===== src/rtl/pipe_hazard_ctrl.sv =====
// Hazard/sequence controller: stall/flush for PC, IF/ID, ID/EX plus MDU occupancy FSM and stall counter.
// Latency: all control outputs are combinational from current state and inputs (same cycle).
// Backpressure: load-use or MDU-busy HI/LO use holds PC and IF/ID and bubbles ID/EX; exception flush overrides.
module pipe_hazard_ctrl #(
    parameter int MDU_CYCLES = 32,
    parameter int CNT_W      = 16
) (
    input  logic             clk,
    input  logic             rst_n,
    input  logic [4:0]       id_rs,
    input  logic [4:0]       id_rt,
    input  logic             id_uses_rs,
    input  logic             id_uses_rt,
    input  logic             id_uses_hilo,
    input  logic [4:0]       ex_rd,
    input  logic             ex_mem_read,
    input  logic             branch_taken,
    input  logic             mdu_start,
    input  logic             excp_flush,
    output logic             pc_stall,
    output logic             fd_stall,
    output logic             fd_flush,
    output logic             de_flush,
    output logic             mdu_busy,
    output logic             mdu_done,
    output logic             mdu_overrun,
    output logic [CNT_W-1:0] stall_cycles
);

    // MDU_CYCLES-1 is the largest value the countdown ever holds
    localparam int               MCW      = (MDU_CYCLES > 2) ? $clog2(MDU_CYCLES) : 1;
    localparam logic [MCW-1:0]   MDU_LOAD = MCW'(MDU_CYCLES - 1);
    localparam logic [CNT_W-1:0] CNT_MAX  = {CNT_W{1'b1}};

    typedef enum logic [1:0] {
        ST_IDLE = 2'd0,
        ST_BUSY = 2'd1,
        ST_DONE = 2'd2
    } mdu_state_t;

    mdu_state_t       state_q, state_d;
    logic [MCW-1:0]   mdu_cnt_q, mdu_cnt_d;
    logic             overrun_q, overrun_d;
    logic [CNT_W-1:0] stall_cnt_q, stall_cnt_d;

    logic load_use;
    logic mdu_hz;
    logic stall;

    // Hazard detection and pipe-register controls; everything is gated low while reset is asserted
    always_comb begin
        load_use = ex_mem_read && (ex_rd != 5'd0) &&
                   ((id_uses_rs && (id_rs == ex_rd)) || (id_uses_rt && (id_rt == ex_rd)));
        mdu_hz   = (state_q == ST_BUSY) && id_uses_hilo;
        // An exception redirect kills the ID instruction, so there is nothing left to stall for
        stall    = (load_use || mdu_hz) && !excp_flush && rst_n;

        pc_stall = stall;
        fd_stall = stall;
        de_flush = (stall || excp_flush) && rst_n;
        // A taken branch is ignored while stalled: its operands are stale and ID resolves it again
        fd_flush = ((branch_taken && !stall) || excp_flush) && rst_n;
        mdu_busy = (state_q == ST_BUSY) && rst_n;
        // A flush cancels the op, so a DONE coinciding with it must not announce valid HI/LO
        mdu_done = (state_q == ST_DONE) && !excp_flush && rst_n;
    end

    // MDU occupancy next-state: IDLE -> BUSY (MDU_CYCLES-1 cycles) -> DONE (one cycle) -> IDLE
    always_comb begin
        state_d   = state_q;
        mdu_cnt_d = mdu_cnt_q;
        overrun_d = overrun_q;

        // A second issue while busy means the interlock failed; remember it for debug
        if ((state_q == ST_BUSY) && mdu_start) begin
            overrun_d = 1'b1;
        end

        if (excp_flush) begin
            state_d   = ST_IDLE;
            mdu_cnt_d = '0;
        end else begin
            unique case (state_q)
                ST_IDLE: begin
                    if (mdu_start) begin
                        state_d   = ST_BUSY;
                        mdu_cnt_d = MDU_LOAD;
                    end
                end
                ST_BUSY: begin
                    if (mdu_cnt_q == MCW'(1)) begin
                        state_d   = ST_DONE;
                        mdu_cnt_d = '0;
                    end else begin
                        mdu_cnt_d = mdu_cnt_q - MCW'(1);
                    end
                end
                ST_DONE: begin
                    // Back-to-back issue is legal the cycle the previous result lands
                    if (mdu_start) begin
                        state_d   = ST_BUSY;
                        mdu_cnt_d = MDU_LOAD;
                    end else begin
                        state_d   = ST_IDLE;
                    end
                end
                default: begin
                    state_d   = ST_IDLE;
                    mdu_cnt_d = '0;
                end
            endcase
        end
    end

    // Stall-cycle performance counter saturates instead of wrapping
    always_comb begin
        stall_cnt_d = stall_cnt_q;
        if (stall && (stall_cnt_q != CNT_MAX)) begin
            stall_cnt_d = stall_cnt_q + CNT_W'(1);
        end
    end

    // State registers
    always_ff @(posedge clk or negedge rst_n) begin
        if (!rst_n) begin
            state_q     <= ST_IDLE;
            mdu_cnt_q   <= '0;
            overrun_q   <= 1'b0;
            stall_cnt_q <= '0;
        end else begin
            state_q     <= state_d;
            mdu_cnt_q   <= mdu_cnt_d;
            overrun_q   <= overrun_d;
            stall_cnt_q <= stall_cnt_d;
        end
    end

    assign mdu_overrun  = overrun_q;
    assign stall_cycles = stall_cnt_q;

endmodule

===== config.mk =====
export PLATFORM = sky130hd
export DESIGN_NAME = pipe_hazard_ctrl
export DESIGN_NICKNAME = d
export VERILOG_FILES = /design/src/rtl/pipe_hazard_ctrl.sv
export SDC_FILE = /design/constraint.sdc
export NUM_CORES = 1
export LEC_CHECK = 0
export CELL_PAD_IN_SITES_DETAIL_PLACEMENT = 0
export CELL_PAD_IN_SITES_GLOBAL_PLACEMENT = 1
export CORE_ASPECT_RATIO = 1.25
export CORE_MARGIN = 5
export CORE_UTILIZATION = 35
export CTS_BUF_LIST = sky130_fd_sc_hd__clkbuf_4 sky130_fd_sc_hd__clkbuf_8
export DETAILED_ROUTE_END_ITERATION = 10
export PLACE_DENSITY = 0.83
export SYNTH_ARGS = -nofsm -noshare
export SYNTH_HDL_FRONTEND = slang
export SYNTH_SLANG_ARGS = --single-unit

===== constraint.sdc =====
create_clock -name clk -period 1.9 [get_ports clk]
set_input_delay 0.19 -clock clk [delete_from_list [all_inputs] [get_ports clk]]
set_output_delay 0.19 -clock clk [all_outputs]
set_load 0.03 [all_outputs]

==> images/registers.png <==
Bar = 20 um. Other sequential cells in the stronger grey, the rest of the logic in the fainter grey.
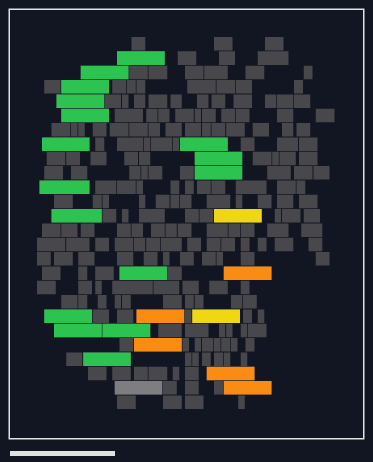
- state_q: yellow (sequential cells 2)
- mdu_cnt_q: orange (sequential cells 5)
- stall_cycles: green (sequential cells 16)
- not coloured: 1
area of all sequential standard cells: 603.1 um^2
power of the sequential group: 604 uW

==> changes_impl.md <==
### Implementation results

* Area of the mapped netlist at between 0.001 and 0.0015 mm^2
* Reg power frac at 0.429
* Logic depth of the worst register-to-register path at 8
* Final setup violation count at 0
* Maximum number of pins on one net before global-route repair at 22
* Number of synthesized register bits at 24
* Clock tree from TritonCTS: done
* Sinks on the clock net at 24
* Family with the most delay on the worst path: buffers and inverters
* Number of H-tree levels at 1
* Net Sw Power at around 440 uW
* Critical path capture point: stall_cycles[1]
* Part of the power in combinational logic at 0.348
* Number of unique standard cell types used by synthesis at 38
* WL/cell at around 13 um
* Clock share of power at 0.223
* Number of hold violations in the final report at 0
* HPWL after DPL at 3024 um
* CP max FO at 7
* GR Util All Layers at 0.1528
* VDD IR-drop max at between 0.5 and 0.6 mV
* Number of nets at the end of the flow at approximately 260
* Total gr overflow at 0
* Initial DRC Count at 19
* Leak Pwr at around 0.0010 uW
* Kind of launch point of the worst setup path: primary input
* Pre-CTS setup slack at -0.7599 ns
* CP Buf/Inv Count at 3
* Syn Area/Cell at 9.222 um^2
* Root buffer cell: sky130_fd_sc_hd__clkbuf_8
* Final Max Slew Viols at 0
* Syn_nets at ~180
* Total cell area reported by yosys after synthesis at around 0.0014 mm^2
* Crit. path cell count at 9
* Clk ins delay skew pair at 0.26 ns
* TritonCTS buffer count at 3
* Area growth from synthesis to layout at 62.91%
* Summed area of non-filler cells in the final layout at around 0.0023 mm^2
* Primary flip-flop cell chosen by synthesis mapping: sky130_fd_sc_hd__dfrtp_1
* Max clock buf depth at 2
* Most common cell in the synthesized netlist: sky130_fd_sc_hd__dfrtp_1
* Number of enable flip-flop cells at 0
* Internal power at about 970 uW
* Die Footprint at ~0.0054 mm^2
* Tool warnings at 30
* Final period util at 0.9933
* Result of the run: finished, final reports clean
* Most area-consuming cells after synthesis: sky130_fd_sc_hd__dfrtp_1 42%, sky130_fd_sc_hd__xnor2_1 6.8%, sky130_fd_sc_hd__xor2_1 6.8%
* Number of rows created at floorplan at 26
* Crit path required time at 2.05 ns
* FP Core Util at 0.3549
* Ys async rst share at 1.000
* Share of post-route cells with drive strength above 1 at 0.3106
* Combinational gate area at between 800 and 900 um^2
* Post-route minimum period at around 1.9 ns
* PwrDens at 609.2 mW/mm^2
* Die width at 66.98 um
* Top cell type's share of synthesized area at 0.4229
* Unrepaired setup endpoints after global routing: true
* Yosys Warn Count at 0
* Fillers at around 370
* Slowest cell on the critical path: sky130_fd_sc_hd__clkdlybuf4s50_1
* Endpoint of the most critical register-to-register path: stall_cycles[15]
* Number of cells after detailed placement at around 280
* Sw Share at 0.3110
* Sum of routed wire length over all layers at ~4000 um
* Cell count listed in synth_stat.txt at between 150 and 200
* Cell accounting for the most synthesized area: sky130_fd_sc_hd__dfrtp_1
* Seq/Total Area, Yosys at 0.4229
* Final core utilization at 0.5782
* Dominant cell type by count on the critical path: sky130_fd_sc_hd__buf_4
* Cell breakdown of the critical path: clkdlybuf4s50_1 > xnor2_1 > nand4_1 > o22ai_2 > a22oi_2 > buf_4 > buf_4 > nor2_4 > mux2_4
* Initial antenna violation count at 0
* Gp weighted congestion at about 0.77
* Number of max-cap violations at 0
* Max transition margin at 0.7460
* Via count of the first global-routing pass at about 1.5k
* Die Y-Extent at approximately 81 um
* Antenna violation net count after detailed routing at 0
* Number of detailed-routing iterations run before antenna repair at 4
* Worst Path Class, Setup: primary input to flip-flop
* Launch point of the critical path: id_rs[3]
* Worst-path clk slew at 0.08 ns
* Reg2Reg Setup Slack at 0.17 ns
* Type of the tightest min-delay check: primary input to async pin
* DRC violation count after routing at 0
* Vias after detailed routing at 1,395
* R2R Path Start: stall_cycles[1]
* Max incr delay on CP at between 0.4 and 0.5 ns
* Final clock skew at 0.001009 ns
* Core Footprint at around 0.0040 mm^2
* Tightest Pin Transition at about 0.38 ns
* Fmax at 529.9 MHz
* Wire length of the first global-routing pass at between 6000 and 7000 um
* Final Worst Setup Slack at about 0.013 ns
* Instance count of the mapped netlist at 154
* Placed standard-cell area at about 0.0021 mm^2
* Endpoint arrival time on the critical path at about 2.0 ns
* Number of diodes added for antenna fixing at 0
* Setup crit end kind: flip-flop
* Final instance count without filler cells at 291
* Post-synth top cells: 24 x sky130_fd_sc_hd__dfrtp_1, 19 x sky130_fd_sc_hd__nor2_1, 12 x sky130_fd_sc_hd__nand2_1, 11 x sky130_fd_sc_hd__xnor2_1, 11 x sky130_fd_sc_hd__xor2_1
* Via-per-instance ratio at around 4.8
==> images/port_nets.png <==
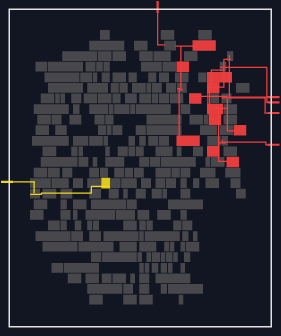
- ex_rd: red (bits 5; direction input; edge 4 right, 1 top; end cells 12; buffers 6; wire 195 um)
- mdu_busy: yellow (bits 1; direction output; edge left; end cells 1; buffers 1; wire 30.9 um)
input/output buffers: 46
# IOs: 47

## logic make-up (layout without fill, tap and decap cells)
kind of cell / count (synthesis) / in the layout / share of synthesized area
AND-OR/OR-AND: 21 / 21 / 0.09868
XOR/XNOR: 22 / 22 / 0.1357
adder cells (fa/ha/maj): 3 / 3 / 0.02643
buffers and inverters: 9 / 90 / 0.03172
flip-flops: 24 / 24 / 0.4229
multiplexers: 5 / 5 / 0.04052
AND/OR/NAND/NOR: 70 / 70 / 0.2441
## placed cells by master (no fill, tap or decap), types with 3 or more instances in the layout
master and instances:
sky130_fd_sc_hd__mux2_4 3, sky130_fd_sc_hd__nand4_1 4, sky130_fd_sc_hd__dfrtp_1 22, sky130_fd_sc_hd__nor2_4 4
sky130_fd_sc_hd__o21ai_0 5, sky130_fd_sc_hd__ha_1 3, sky130_fd_sc_hd__nor3_2 4, sky130_fd_sc_hd__clkbuf_8 3
sky130_fd_sc_hd__nand2_1 12, sky130_fd_sc_hd__inv_1 5, sky130_fd_sc_hd__buf_4 39, sky130_fd_sc_hd__xnor2_1 10
sky130_fd_sc_hd__nand3_1 7, sky130_fd_sc_hd__nor2_1 15, sky130_fd_sc_hd__nor3_1 6, sky130_fd_sc_hd__clkdlybuf4s50_1 34
sky130_fd_sc_hd__xor2_1 11, sky130_fd_sc_hd__a21oi_1 5
## repair_timing
action,in CTS,in global routing
resized,40,19
endpoints found under the setup margin,20,17
setup buffers,5,3
hold buffers,0,0
pin swaps,9,13
## area by class of cell
| cell class | instances | share of cell area |
|---|---|---|
| Sequential cell | 24 | 0.2607 |
| Tap cell | 56 | 0.03029 |
| Multi-Input combinational cell | 121 | 0.3807 |
| Timing Repair Buffer | 80 | 0.2975 |
| Inverter | 6 | 0.009735 |
| Clock buffer | 4 | 0.02109 |
## registers in the layout (all words and copies together) (netlist names)
register      count
state_q           2
mdu_cnt_q         5
stall_cycles     16
mdu_overrun       1
## power groups by stage
| stage | clock network, uW | registers [uW] | logic, uW |
|---|---|---|---|
| after global routing | 357 | 612 | 531 |
| after CTS | 329 | 607 | 454 |
| final | 315 | 604 | 490 |
| after floorplan | 0 | 679 | 154 |
| after detailed placement | 0 | 616 | 440 |
| after global placement | 0 | 614 | 434 |
## metal layers
| layer | global-route usage | vias to the layer above | wire length, um |
|---|---|---|---|
| met5 | 0 | - | 0 |
| met3 | 0.03043 | 2 | 179 |
| met4 | 0.04260 | 0 | 21 |
| li1 | - | 697 | - |
| met1 | 0.1783 | 663 | 1618 |
| met2 | 0.2798 | 33 | 2077 |
## per-stage QoR
step	hold WS, ns	power [uW]	TNS, ns
6_report	0.3672	1409	0
3_5_place_dp	0.4431	1056	-7.883
4_1_cts	0.3670	1390	-0.07937
2_1_floorplan	-0.1056	833.0	-0.03829
5_1_grt	0.3847	1500	-0.04145
3_3_place_gp	0.4397	1048	-7.044
No activity file was given, so power comes from the tool's default toggle rates.
